File: config.mk
export PLATFORM = sky130hd
export DESIGN_NAME = pc_fetch_unit_flat
export DESIGN_NICKNAME = d
export VERILOG_FILES = /design/src/rtl/pc_fetch_unit_pkg.sv /design/src/rtl/pc_fetch_unit_if.sv /design/src/rtl/pc_fetch_unit_if_id_reg.sv /design/src/rtl/pc_fetch_unit.sv /design/src/flat_wrapper.sv
export SDC_FILE = /design/constraint.sdc
export NUM_CORES = 1
export LEC_CHECK = 0
export CAP_MARGIN = 40
export CORE_ASPECT_RATIO = 1.75
export CORE_UTILIZATION = 40
export DETAILED_ROUTE_END_ITERATION = 8
export PLACE_DENSITY = 0.66
export REMOVE_ABC_BUFFERS = 1
export SLEW_MARGIN = 20
export SYNTH_ARGS = -nofsm -noshare
export SYNTH_HDL_FRONTEND = slang
export SYNTH_SLANG_ARGS = --single-unit
export TNS_END_PERCENT = 100
File: constraint.sdc
create_clock -name Clk -period 3.25 [get_ports Clk]
set_clock_uncertainty 0.05 [all_clocks]
set_input_delay 0.65 -clock Clk [delete_from_list [all_inputs] [get_ports Clk]]
set_output_delay 0.65 -clock Clk [all_outputs]
set_load 0.01 [all_outputs]
File: src/rtl/pc_fetch_unit_pkg.sv
// Shared types and constants for the instruction-fetch stage.
package fetch_pkg;

    typedef enum logic {
        FETCH = 1'b0,
        HELD  = 1'b1
    } fetch_state_e;

    localparam logic [31:0] NOP_INSTR_DEF = 32'h0000_0000;
    localparam logic [31:0] RESET_PC_DEF  = 32'h0000_0000;
    localparam int unsigned PC_INC        = 4;

endpackage

File: src/rtl/pc_fetch_unit_if.sv
// Fetch-stage bus: branch redirect/stall inputs, instruction-memory port and IF/ID outputs.
// MisalignErr exists only when FETCH_MISALIGN_TRAP_EN is defined.
interface pc_fetch_unit_if #(
    parameter int ADDR_W = 32
) ();
    logic              Stall;
    logic              Redirect;
    logic [ADDR_W-1:0] RedirectPc;
    logic [ADDR_W-1:0] ImemAddr;
    logic              ImemReq;
    logic              ImemReady;
    logic [31:0]       ImemData;
    logic [31:0]       Instr;
    logic [ADDR_W-1:0] PcP4;
    logic              InstrValid;
`ifdef FETCH_MISALIGN_TRAP_EN
    logic              MisalignErr;
`endif

    modport master (
`ifdef FETCH_MISALIGN_TRAP_EN
        output MisalignErr,
`endif
        input  Stall, Redirect, RedirectPc, ImemReady, ImemData,
        output ImemAddr, ImemReq, Instr, PcP4, InstrValid
    );

    modport slave (
`ifdef FETCH_MISALIGN_TRAP_EN
        input  MisalignErr,
`endif
        output Stall, Redirect, RedirectPc, ImemReady, ImemData,
        input  ImemAddr, ImemReq, Instr, PcP4, InstrValid
    );
endinterface

File: src/rtl/pc_fetch_unit_if_id_reg.sv
// IF/ID pipeline register: flush beats load beats hold; one-cycle latency, hold is the stall path.
module if_id_reg #(
    parameter int          ADDR_W    = 32,
    parameter logic [31:0] NOP_INSTR = fetch_pkg::NOP_INSTR_DEF
) (
    input  logic              clk_i,
    input  logic              rst_ni,
    input  logic              load_i,
    input  logic              flush_i,
    input  logic [31:0]       instr_i,
    input  logic [ADDR_W-1:0] pcp4_i,
    output logic [31:0]       instr_o,
    output logic [ADDR_W-1:0] pcp4_o,
    output logic              valid_o
);
    logic [31:0]       instr_q;
    logic [ADDR_W-1:0] pcp4_q;
    logic              valid_q;

    always_ff @(posedge clk_i) begin
        if (!rst_ni) begin
            instr_q <= NOP_INSTR;
            pcp4_q  <= '0;
            valid_q <= 1'b0;
        end else if (flush_i) begin
            // A bubble keeps the last PcP4; only the instruction becomes a NOP.
            instr_q <= NOP_INSTR;
            valid_q <= 1'b0;
        end else if (load_i) begin
            instr_q <= instr_i;
            pcp4_q  <= pcp4_i;
            valid_q <= 1'b1;
        end
    end

    assign instr_o = instr_q;
    assign pcp4_o  = pcp4_q;
    assign valid_o = valid_q;

endmodule

File: src/rtl/pc_fetch_unit.sv
// PC owner and fetch FSM with a one-entry skid for words returned under Stall; fetch-to-IF/ID is 1 cycle.
// Optional FETCH_MISALIGN_TRAP_EN turns misaligned redirects into a sticky MisalignErr that halts fetching.
module pc_fetch_unit #(
    parameter int                ADDR_W    = 32,
    parameter logic [ADDR_W-1:0] RESET_PC  = ADDR_W'(fetch_pkg::RESET_PC_DEF),
    parameter logic [31:0]       NOP_INSTR = fetch_pkg::NOP_INSTR_DEF
) (
    input logic              Clk,
    input logic              Rst,
    pc_fetch_unit_if.master  bus
);
    import fetch_pkg::*;

    fetch_state_e      state_q, state_d;
    logic [ADDR_W-1:0] pc_q, pc_d, pc_plus4;
    logic [ADDR_W-1:0] skid_pcp4_q, skid_pcp4_d;
    logic [31:0]       skid_instr_q, skid_instr_d;
    logic              trap_q, redir_bad;
    logic              ifid_load, ifid_flush;
    logic [31:0]       ifid_instr;
    logic [ADDR_W-1:0] ifid_pcp4;

    assign pc_plus4     = pc_q + ADDR_W'(PC_INC);
    assign bus.ImemAddr = pc_q;
    assign bus.ImemReq  = Rst && (state_q == FETCH) && !trap_q;

`ifdef FETCH_MISALIGN_TRAP_EN
    assign redir_bad = bus.Redirect && (bus.RedirectPc[1:0] != 2'b00);

    always_ff @(posedge Clk) begin
        if (!Rst) begin
            trap_q <= 1'b0;
        end else if (redir_bad) begin
            trap_q <= 1'b1;
        end
    end

    assign bus.MisalignErr = trap_q;
`else
    assign redir_bad = 1'b0;
    assign trap_q    = 1'b0;
`endif

    always_comb begin
        state_d      = state_q;
        pc_d         = pc_q;
        skid_instr_d = skid_instr_q;
        skid_pcp4_d  = skid_pcp4_q;
        ifid_load    = 1'b0;
        ifid_flush   = 1'b0;
        ifid_instr   = bus.ImemData;
        ifid_pcp4    = pc_plus4;

        if (bus.Redirect) begin
            // Any word arriving this cycle belongs to the wrong path and is dropped with the skid.
            ifid_flush = 1'b1;
            state_d    = FETCH;
            if (!redir_bad) begin
                pc_d = {bus.RedirectPc[ADDR_W-1:2], 2'b00};
            end
        end else begin
            unique case (state_q)
                FETCH: begin
                    if (trap_q) begin
                        state_d = FETCH;
                    end else if (bus.ImemReady) begin
                        if (bus.Stall) begin
                            skid_instr_d = bus.ImemData;
                            skid_pcp4_d  = pc_plus4;
                            state_d      = HELD;
                        end else begin
                            ifid_load = 1'b1;
                            pc_d      = pc_plus4;
                        end
                    end else if (!bus.Stall) begin
                        ifid_flush = 1'b1;
                    end
                end
                HELD: begin
                    if (!bus.Stall) begin
                        ifid_load  = 1'b1;
                        ifid_instr = skid_instr_q;
                        ifid_pcp4  = skid_pcp4_q;
                        pc_d       = skid_pcp4_q;
                        state_d    = FETCH;
                    end
                end
                default: state_d = FETCH;
            endcase
        end
    end

    always_ff @(posedge Clk) begin
        if (!Rst) begin
            state_q      <= FETCH;
            pc_q         <= RESET_PC;
            skid_instr_q <= NOP_INSTR;
            skid_pcp4_q  <= '0;
        end else begin
            state_q      <= state_d;
            pc_q         <= pc_d;
            skid_instr_q <= skid_instr_d;
            skid_pcp4_q  <= skid_pcp4_d;
        end
    end

    if_id_reg #(
        .ADDR_W    (ADDR_W),
        .NOP_INSTR (NOP_INSTR)
    ) u_if_id (
        .clk_i   (Clk),
        .rst_ni  (Rst),
        .load_i  (ifid_load),
        .flush_i (ifid_flush),
        .instr_i (ifid_instr),
        .pcp4_i  (ifid_pcp4),
        .instr_o (bus.Instr),
        .pcp4_o  (bus.PcP4),
        .valid_o (bus.InstrValid)
    );

endmodule

File: src/flat_wrapper.sv
// flat-port wrapper written by rule: the top's interface ports become plain ports
module pc_fetch_unit_flat import fetch_pkg::*;
#(
    parameter int                ADDR_W    = 32,
    parameter logic [ADDR_W-1:0] RESET_PC  = ADDR_W'(fetch_pkg::RESET_PC_DEF),
    parameter logic [31:0]       NOP_INSTR = fetch_pkg::NOP_INSTR_DEF
)
  (Clk, Rst, bus_Stall, bus_Redirect, bus_RedirectPc, bus_ImemReady, bus_ImemData, bus_ImemAddr, bus_ImemReq, bus_Instr, bus_PcP4, bus_InstrValid);
  pc_fetch_unit_if #(.ADDR_W(ADDR_W)) bus_i ();
  input logic Clk;
  input logic Rst;
  input wire logic [$bits(bus_i.Stall)-1:0] bus_Stall;
  input wire logic [$bits(bus_i.Redirect)-1:0] bus_Redirect;
  input wire logic [$bits(bus_i.RedirectPc)-1:0] bus_RedirectPc;
  input wire logic [$bits(bus_i.ImemReady)-1:0] bus_ImemReady;
  input wire logic [$bits(bus_i.ImemData)-1:0] bus_ImemData;
  output wire logic [$bits(bus_i.ImemAddr)-1:0] bus_ImemAddr;
  output wire logic [$bits(bus_i.ImemReq)-1:0] bus_ImemReq;
  output wire logic [$bits(bus_i.Instr)-1:0] bus_Instr;
  output wire logic [$bits(bus_i.PcP4)-1:0] bus_PcP4;
  output wire logic [$bits(bus_i.InstrValid)-1:0] bus_InstrValid;
  assign bus_i.Stall = bus_Stall;
  assign bus_i.Redirect = bus_Redirect;
  assign bus_i.RedirectPc = bus_RedirectPc;
  assign bus_i.ImemReady = bus_ImemReady;
  assign bus_i.ImemData = bus_ImemData;
  assign bus_ImemAddr = bus_i.ImemAddr;
  assign bus_ImemReq = bus_i.ImemReq;
  assign bus_Instr = bus_i.Instr;
  assign bus_PcP4 = bus_i.PcP4;
  assign bus_InstrValid = bus_i.InstrValid;
  pc_fetch_unit #(.ADDR_W(ADDR_W), .RESET_PC(RESET_PC), .NOP_INSTR(NOP_INSTR)) u_core (.Clk(Clk), .Rst(Rst), .bus(bus_i));
endmodule
==> flow_summary.ini, run 1 <==
; generated from flow reports
[placement]
placed_cells_incl_taps = 1282

[synth]
async_reset_ff_frac = 0
synth_area_sq_mm = 0.007258
ff_type = dfxtp_1
ys_seq_elements = 162
edf_count = 0

[critical_path]
r2r_slack_ns = 0.60
crit_path_start = u_core.state_q
crit_fanout = 22
worst_r2r_path_depth = 6
cp.required_ns = 2.55

[clock_tree]
clkLatencyLatePin_ns = 0.42
clock_tree.root_cell = clkbuf_16
clkTransAtPathRegs_ns = 0.07
post_cts_buffers = 0

[outcome]
status = completed

[pwr]
p_comb_frac = 0.121
p_clk_frac = 0.422
p_sw_mw = 1.273
powerClk_mw = 1.98
power_leader = registers

[detailed_routing]
drt-pass1-iter-count = 7
route.detailed.drc = 0

[layout]
final_cell_mix = clkdlybuf4s50_1, nand2_1, dfxtp_1
fillers = 1707
diodes = 0

[job]
tool_warnings = 27

[global_route]
grt_max_degree = 95
top_usage_layer = met2

[floorplan]
core_sq_mm = 0.01762

[final_timing]
finalHoldViolations = 0
hold_ws_ns = 0.4012
setup_tns_ns = 0
timing.final.ws_setup_ns = 0.5813

[worst_hold_path]
min_path_type = flip-flop to flip-flop
[run 1: layout make-up]
cell class	count	area [sq um]	share of cell area
Multi-Input combinational cell	691	3705	0.3806
Sequential cell	162	3244	0.3333
Inverter	5	18.77	0.001928
Tap cell	231	289.0	0.02970
Clock inverter	14	142.6	0.01465
Timing Repair Buffer	193	1908	0.1960
Clock buffer	17	425.4	0.04371
[run 1: cells in the mapped netlist, types with 2 or more instances]
master     number  share of area
nand2_1       162          0.084
or4_2           3         0.0036
mux2i_1         5         0.0069
o21ai_0       102          0.070
a21o_1          6         0.0062
a221o_1         2         0.0028
xor2_1          7         0.0084
and3_1          6         0.0052
a21oi_1       126          0.087
o21ai_1         2         0.0014
nor3_1         14         0.0097
o31a_1          3         0.0036
dfxtp_1       162           0.45
a31oi_1         6         0.0052
buf_2           2         0.0014
nor3b_1         2         0.0021
nor4_1         13          0.011
and4_1          2         0.0024
a221oi_1        4         0.0048
o211a_1         2         0.0028
o211ai_1        9         0.0093
clkbuf_1       68          0.035
nand3_1        20          0.014
and2_1          2         0.0017
mux2_2          2         0.0031
o22ai_1         6         0.0052
a211o_1         4         0.0048
nand2b_1        2         0.0017
o21a_1          9         0.0093
a222oi_1        5         0.0069
buf_1          11         0.0057
inv_1           4         0.0021
o2bb2ai_1       2         0.0024
nand4_1         9         0.0078
xnor2_1        13          0.016
a22oi_1        18          0.019
nor2_1         83          0.043
a211oi_1       16          0.017
or3_1           7         0.0060
[run 1: cells by family after synthesis]
family          share of synthesized area
xor+xnor                          0.02413
simple gates                       0.2038
mux                              0.009998
buf+inv                           0.04706
flops                              0.4468
compound gates                     0.2665
fa+ha+maj                        0.001724
[run 1: worst max-delay path, cell delays in order, from the launching register on]
cell and delay [ns]:
dfxtp_2 0.63, buf_4 0.32, nor2_1 0.08, clkdlybuf4s50_1 0.51
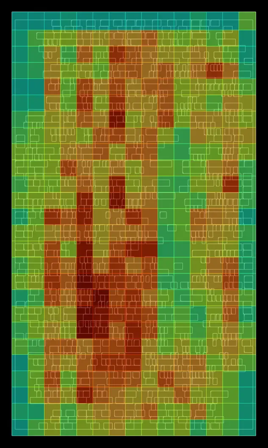
Fig. 1. Routing congestion map (run 1).
met1 Use GR: 0.2695
fin util: 0.5525
Total GRT Usage: 0.2428
met3 Use GR: 0.03363
met2 usage: 0.4547

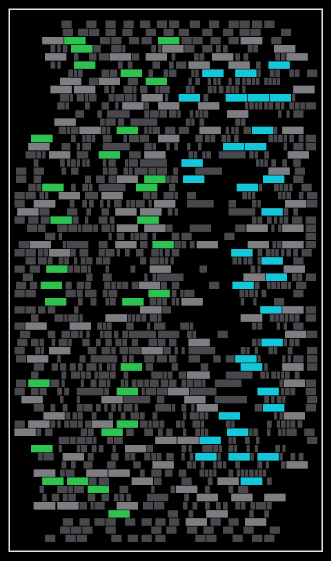
Fig. 2. Sequential cells colored by netlist name (run 1).
Drawn at 3 px/um. Other sequential cells in the stronger gray, the rest of the logic in the fainter gray.
color	name in the netlist	placed flops
green	`u_core.bus.ImemAddr`	30
cyan	`u_core.skid_instr_q`	32
not colored	100
FF+latch area: 0.003244 sq mm
Seq group: 2.14 mW
fraction of area in registers: 0.3333

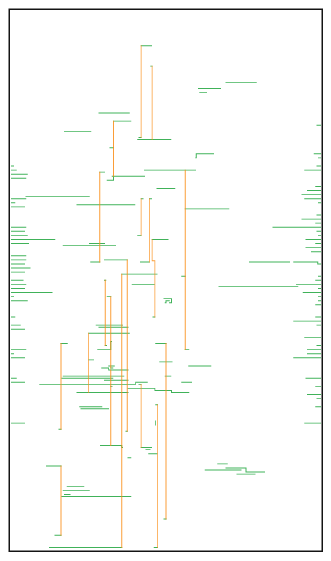
Fig. 3. Routed metal, one color a layer (run 1).
Drawn at 3 px/um. Only two layers are drawn.
color	layer	wire length
green	metal 3	912 um
orange	metal 4	641 um
Wirelength per Cell: 17.43 um
DR vias: 7341
Routed WL: 22880 um

Fig. 4: run 1, M4 wires
Drawn at 3 px/um. Supply wires on this layer in gray.
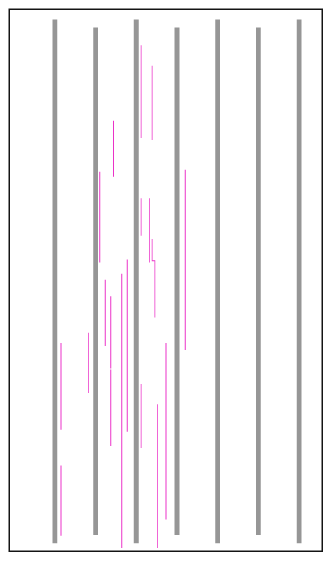

==> run 1 -> run 2 <==
- PLACE_DENSITY: 0.66 -> 0.69
- clock period: 3.25 -> 2.35 ns (I/O delays scaled with it)
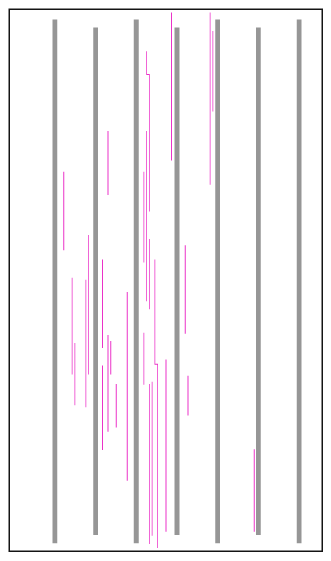
Fig. 5. M4 wires (run 2).
Drawn at 3 px/um. Supply wires on this layer in gray.
share of all routed wire	4.2%
main direction	vertical
wire length on this layer	1000 um
nets with wire on the layer	22
Routed WL: 23980 um
DR vias: 7609

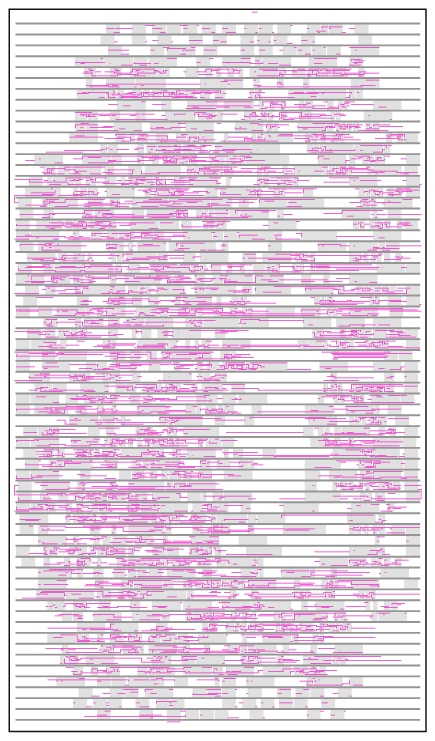
Fig. 6. The metal 1 layer (run 2).
Drawn at 4 px/um. Supply wires on this layer in gray. Cells faint in the background.
share of all routed wire	39%
nets with wire on the layer	1073
longest straight run	29.0 um
met1 Use GR: 0.2789

==> run 2 against run 1 <==
  * Synthesized cell count unchanged
  * Hold slack hardly changed
  * Wire length increased by 4.8%
  * Sequential power increased by 38%
  * Sequential share of layout area down 1.6 points
  * Cell count increased by 4.0%
  * Total power up 43%
  * Register-to-register slack got worse by 0.52 ns
  * Worst setup slack worse by 0.50 ns
  * Non-clock buffer count increased by 51
  * Critical path type is now flip-flop to flip-flop
  * Largest power group unchanged
  * Highest routed layer unchanged
==> flow_summary.ini, run 2 <==
; generated from flow reports
[pwr]
power_density_mw_per_mm2 = 655.7
power_leader = registers
p_comb_frac = 0.131
p_sw_mw = 1.773
switching_share = 0.2636
p_clk_frac = 0.431
pg_seq_mw = 2.95
p_leak_nw = 3.700
finalPower_mw = 6.723
seq_power_share = 0.438
powerClk_mw = 2.90

[synth]
synthDominantCellAreaShare = 0.4468
ff_type = dfxtp_1
synth.distinct_cells = 59
synth_area_sq_mm = 0.007258
ys_top_cells_by_count = dfxtp_1, nand2_1, a21oi_1, o21ai_0, nor2_1
async_reset_ff_frac = 0
edf_count = 0
ys_cells = 941
ys_warn_count = 0
ys_seq_elements = 162
topCellsByArea = dfxtp_1, a21oi_1, nand2_1, o21ai_0, nor2_1
top_area_cell = dfxtp_1

[critical_path]
cp.required_ns = 2.61
endpoint_kind = flip-flop
crit_buf_inv = 3
crit_slowest_cell = or4_4
crit_fanout = 7
path_cells = nand4_4 > buf_4 > or4_4 > buf_4 > nor4_2 > buf_4 > a21oi_1 > o22a_1
worst_path_most_repeated_cell = buf_4
cp_top_family = simple AND/OR/NAND/NOR gates
slowest_delay_ns = 0.51

[job]
tool_warnings = 27

[clock_tree]
htree_levels = 4
clock_tree.root_cell = clkbuf_16
cts_sinks = 162
clkTransAtPathRegs_ns = 0.07
clkLatencyLatePin_ns = 0.43
numCtsBuffers = 17

[final_timing]
timing.final.ws_setup_ns = 0.08345
fin_crit_sh = 0.9645
setup_tns_ns = 0
period_minus_slack_ns = 2.267
finalHoldViolations = 0
worstMarginPinSlew_ns = 0.7259
slew_headroom = 0.5160

[layout]
diodes = 0
final_util = 0.5820
final_cell_mix = clkdlybuf4s50_1, nand2_1, dfxtp_1

[floorplan]
fp_util = 0.4120
core_sq_mm = 0.01762

[placement]
io_buffers = 164
placed_cells_incl_taps = 1333

[detailed_routing]
via_per_inst = 5.574
routedWlPerCell_um = 17.57
drt_iter0_drc = 417
drt-pass1-iter-count = 7
route.detailed.drc = 0

[global_route]
grt_max_degree = 94
grt_use_total = 0.2561

[outcome]
status = completed

[worst_hold_path]
min_path_type = flip-flop to flip-flop
## run 2: cell counts after synthesis
Identical to the previous run, type by type.
## run 2: per-stage QoR
step / area, sq um / hold slack [ns]
3_3_place_gp: 9594 / 0.3883
2_1_floorplan: 6935 / 0.3829
4_1_cts: 10210 / 0.4027
5_1_grt: 10250 / 0.4195
3_5_place_dp: 9594 / 0.3934
6_report: 10250 / 0.4012
## run 2: per-layer routing
metal  GRT usage  wire length [um]  vias up
met1      0.2789              9270     3606
li1            -                 -     3697
met2      0.4749             12800      246
met3     0.03219               901       60
met5           0                 0        -
met4      0.1383              1004        0
## run 2: worst paths after layout
check	startpoint	to	slack [ns]	cells after the start
max	u_core.bus.ImemAddr[7]	u_core.bus.ImemAddr[30]	0.08	8
min	u_core.skid_instr_q[18]	u_core.skid_instr_q[18]	0.40	2
max reg2reg	u_core.bus.ImemAddr[7]	u_core.bus.ImemAddr[30]	0.08	8
min reg2reg	u_core.skid_instr_q[18]	u_core.skid_instr_q[18]	0.40	2
## run 2: repair_timing
action	4_1_cts	5_1_grt
buffers inserted	0	0
hold buffers	0	0
resized	1	16
setup endpoints to repair	5	14
## run 2: final cells by class
class	count	area, sq um
Sequential cell	162	3254
Timing Repair Buffer	244	2337
Inverter	5	18.77
Clock inverter	13	160.2
Fill cell	1634	7363
Tap cell	231	289.0
Multi-Input combinational cell	691	3741
Clock buffer	19	452.9
## run 2: cell families (layout without fill, tap and decap cells)
kind of cell / count (synthesis) / after routing / synth area share
and+or+nand+nor: 333 / 333 / 0.2038
AOI/OAI and AO/OA: 330 / 330 / 0.2665
DFF: 162 / 162 / 0.4468
buffers and inverters: 88 / 281 / 0.04706
xor gates and xnor gates: 20 / 20 / 0.02413
muxes: 7 / 7 / 0.009998
adders and majority gates: 1 / 1 / 0.001724
==> run 2 -> run 3 <==
- CTS_CLUSTER_DIAMETER: unset -> 30
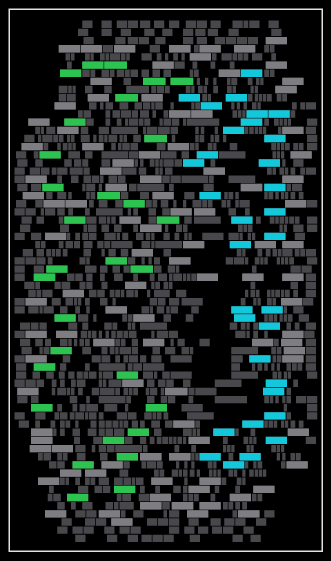
Fig. 7. Sequential cells colored by netlist name (run 3).
Drawn at 3 px/um. Other sequential cells in the stronger gray, the rest of the logic in the fainter gray.
color	name in the netlist	placed flops
cyan	`u_core.skid_instr_q`	32
green	`u_core.bus.ImemAddr`	30
not colored	100
fraction of area in registers: 0.3174
Seq group: 2.95 mW
FF+latch area: 0.003254 sq mm

==> run 3 against run 2 <==
  * Largest power group unchanged
  * Non-clock buffer count did not move
  * Die size did not move
  * Via count did not move
  * Clock power barely moved
  * Global-route usage did not move
  * Critical path depth did not move
  * First-iteration DRC count did not move
  * Core utilization did not move
  * Highest routed layer unchanged
  * Total power did not move
  * Cell count did not move
  * Synthesized cell count did not move
==> flow_summary.ini, run 3 <==
; generated from flow reports
[critical_path]
crit_path_start = u_core.bus.ImemAddr[7]
endpoint_kind = flip-flop
worst_r2r_path_depth = 8
crit_fanout = 7
r2r_slack_ns = 0.08
r2r_start = u_core.bus.ImemAddr[7]
regToRegEndpoint = u_core.bus.ImemAddr[30]
cp.required_ns = 2.61
crit_end = u_core.bus.ImemAddr[30]

[clock_tree]
clkLatencyLatePin_ns = 0.43
cts_sinks = 162
clk_path_buf_depth = 2
ctsHoldBuffers = 0
htree_levels = 4
numCtsBuffers = 17
clock_tree.root_cell = clkbuf_16
clkTransAtPathRegs_ns = 0.07
post_cts_buffers = 0

[synth]
ys_cells = 941
ys_seq_elements = 162
synth.distinct_cells = 59
topCellsByArea = dfxtp_1, a21oi_1, nand2_1, o21ai_0, nor2_1
syn_inst = 941
synthDominantCellAreaShare = 0.4468
synth_area_sq_mm = 0.007258
yosys_area_sq_mm = 0.007258
ff_type = dfxtp_1
synthTopLogicFamily = AND-OR/OR-AND gates
ys_warn_count = 0
ys_top_cells_by_count = dfxtp_1, nand2_1, a21oi_1, o21ai_0, nor2_1
xor_area_frac = 0.02413
async_reset_ff_frac = 0
ys_sh_aoi = 0.2665
edf_count = 0
yosys.area_share.adder = 0.001724
top_area_cell = dfxtp_1
synth-simple-area-share = 0.2038
ys_sh_mux = 0.009998

[layout]
area_delta_synth_final_pct = 41.27
final_util = 0.5820
layout_top_cell = clkdlybuf4s50_1
diodes = 0
final_cell_mix = clkdlybuf4s50_1, nand2_1, dfxtp_1

[global_route]
grt_max_degree = 94
grt-ovfl-total = 0

[final_timing]
worstMarginPinSlew_ns = 0.7259
hold_ws_ns = 0.4012
finalHoldViolations = 0
period_minus_slack_ns = 2.267
setup_tns_ns = 0
slew_headroom = 0.5160
fin_crit_sh = 0.9645

[floorplan]
die_x_um = 103.8
fp_util = 0.4120
core_sq_mm = 0.01762
std_cell_rows = 64
dieHeight_um = 180.2

[worst_hold_path]
hold_depth = 2
min_from = u_core.skid_instr_q[18]
hold_end = u_core.skid_instr_q[18]
min_path_type = flip-flop to flip-flop

[outcome]
status = completed

[placement]
hpwl_um = 16770
io_buffers = 164

[detailed_routing]
drt_iter0_drc = 417
via_per_inst = 5.574
met3_wirelength_um = 901
vias = 7609
met1Wirelength_um = 9270
drt-total-wl_um = 23980
highest_layer = met4
drt-pass1-iter-count = 7
met2_wirelength_um = 12800
drtAntennaViolNets = 0
route.detailed.drc = 0

[pwr]
switching_share = 0.2636
power_density_mw_per_mm2 = 655.7
p_leak_nw = 3.700
p_sw_mw = 1.773
p_clk_frac = 0.431
seq_power_share = 0.438
p_comb_frac = 0.131

[job]
tool_warnings = 27
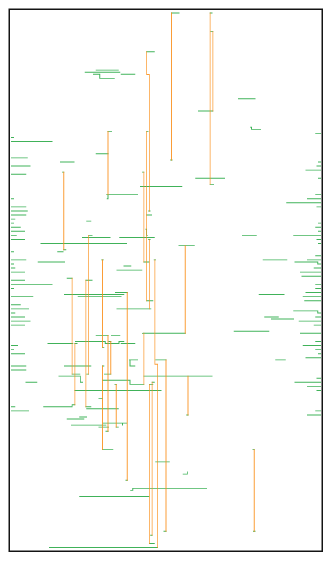
Fig. 8. Routed metal, one color a layer (run 3).
Drawn at 3 px/um. Only two layers are drawn.
Wirelength per Cell: 17.57 um
Total GRT Usage: 0.2561

run 3: cell counts in the layout (fill, tap and decap cells not counted):
No cell type changed its count.
run 3: timing repair:
item,CTS,global route
gates resized,1,16
setup endpoints to repair,5,14
cloned,0,0
pin swaps,0,0
run 3: cell families (layout without fill, tap and decap cells):
logic type	after synthesis	after routing
compound gates	330	330
flops	162	162
xor+xnor	20	20
fa+ha+maj	1	1
mux	7	7
buf+inv	88	281
simple gates	333	333
run 3: routing by layer:
layer,vias to the layer above,GRT usage
li1,3697,-
met3,60,0.03219
met1,3606,0.2789
met4,0,0.1383
met5,-,0
met2,246,0.4749
run 3: through the flow:
step                cell area [sq um]  cells  power, mW  worst slack, ns
floorplan                        6935    858      3.349           -2.311
CTS                             10210   1365      6.774          0.02851
global route                    10250   1365      6.983         -0.01940
finish                          10250   1365      6.723          0.08345
detailed placement               9594   1333      3.878          -0.3966
global placement                 9594   1333      3.869          -0.3971
run 3: area by class of cell:
| class | instances | area, sq um |
|---|---|---|
| Fill cell | 1634 | 7363 |
| Multi-Input combinational cell | 691 | 3741 |
| Sequential cell | 162 | 3254 |
| Timing Repair Buffer | 244 | 2337 |
| Clock buffer | 19 | 452.9 |
| Tap cell | 231 | 289.0 |
| Clock inverter | 13 | 160.2 |
| Inverter | 5 | 18.77 |
run 3: power groups by stage:
stage	clock network [mW]	logic [mW]	registers (mW)
after CTS	2.95	0.881	2.94
after detailed placement	0	0.875	3.00
after floorplan	0	0.318	3.03
after global placement	0	0.869	3.00
after global routing	3.07	0.956	2.96
final	2.90	0.881	2.95
run 3: critical path, stage by stage (launching register included):
cell and delay [ns]:
dfxtp_2 0.35, nand4_4 0.14, buf_4 0.19, or4_4 0.51, buf_4 0.18, nor4_2 0.29, buf_4 0.17, a21oi_1 0.06
o22a_1 0.20
Power and IR drop assume default switching activity.
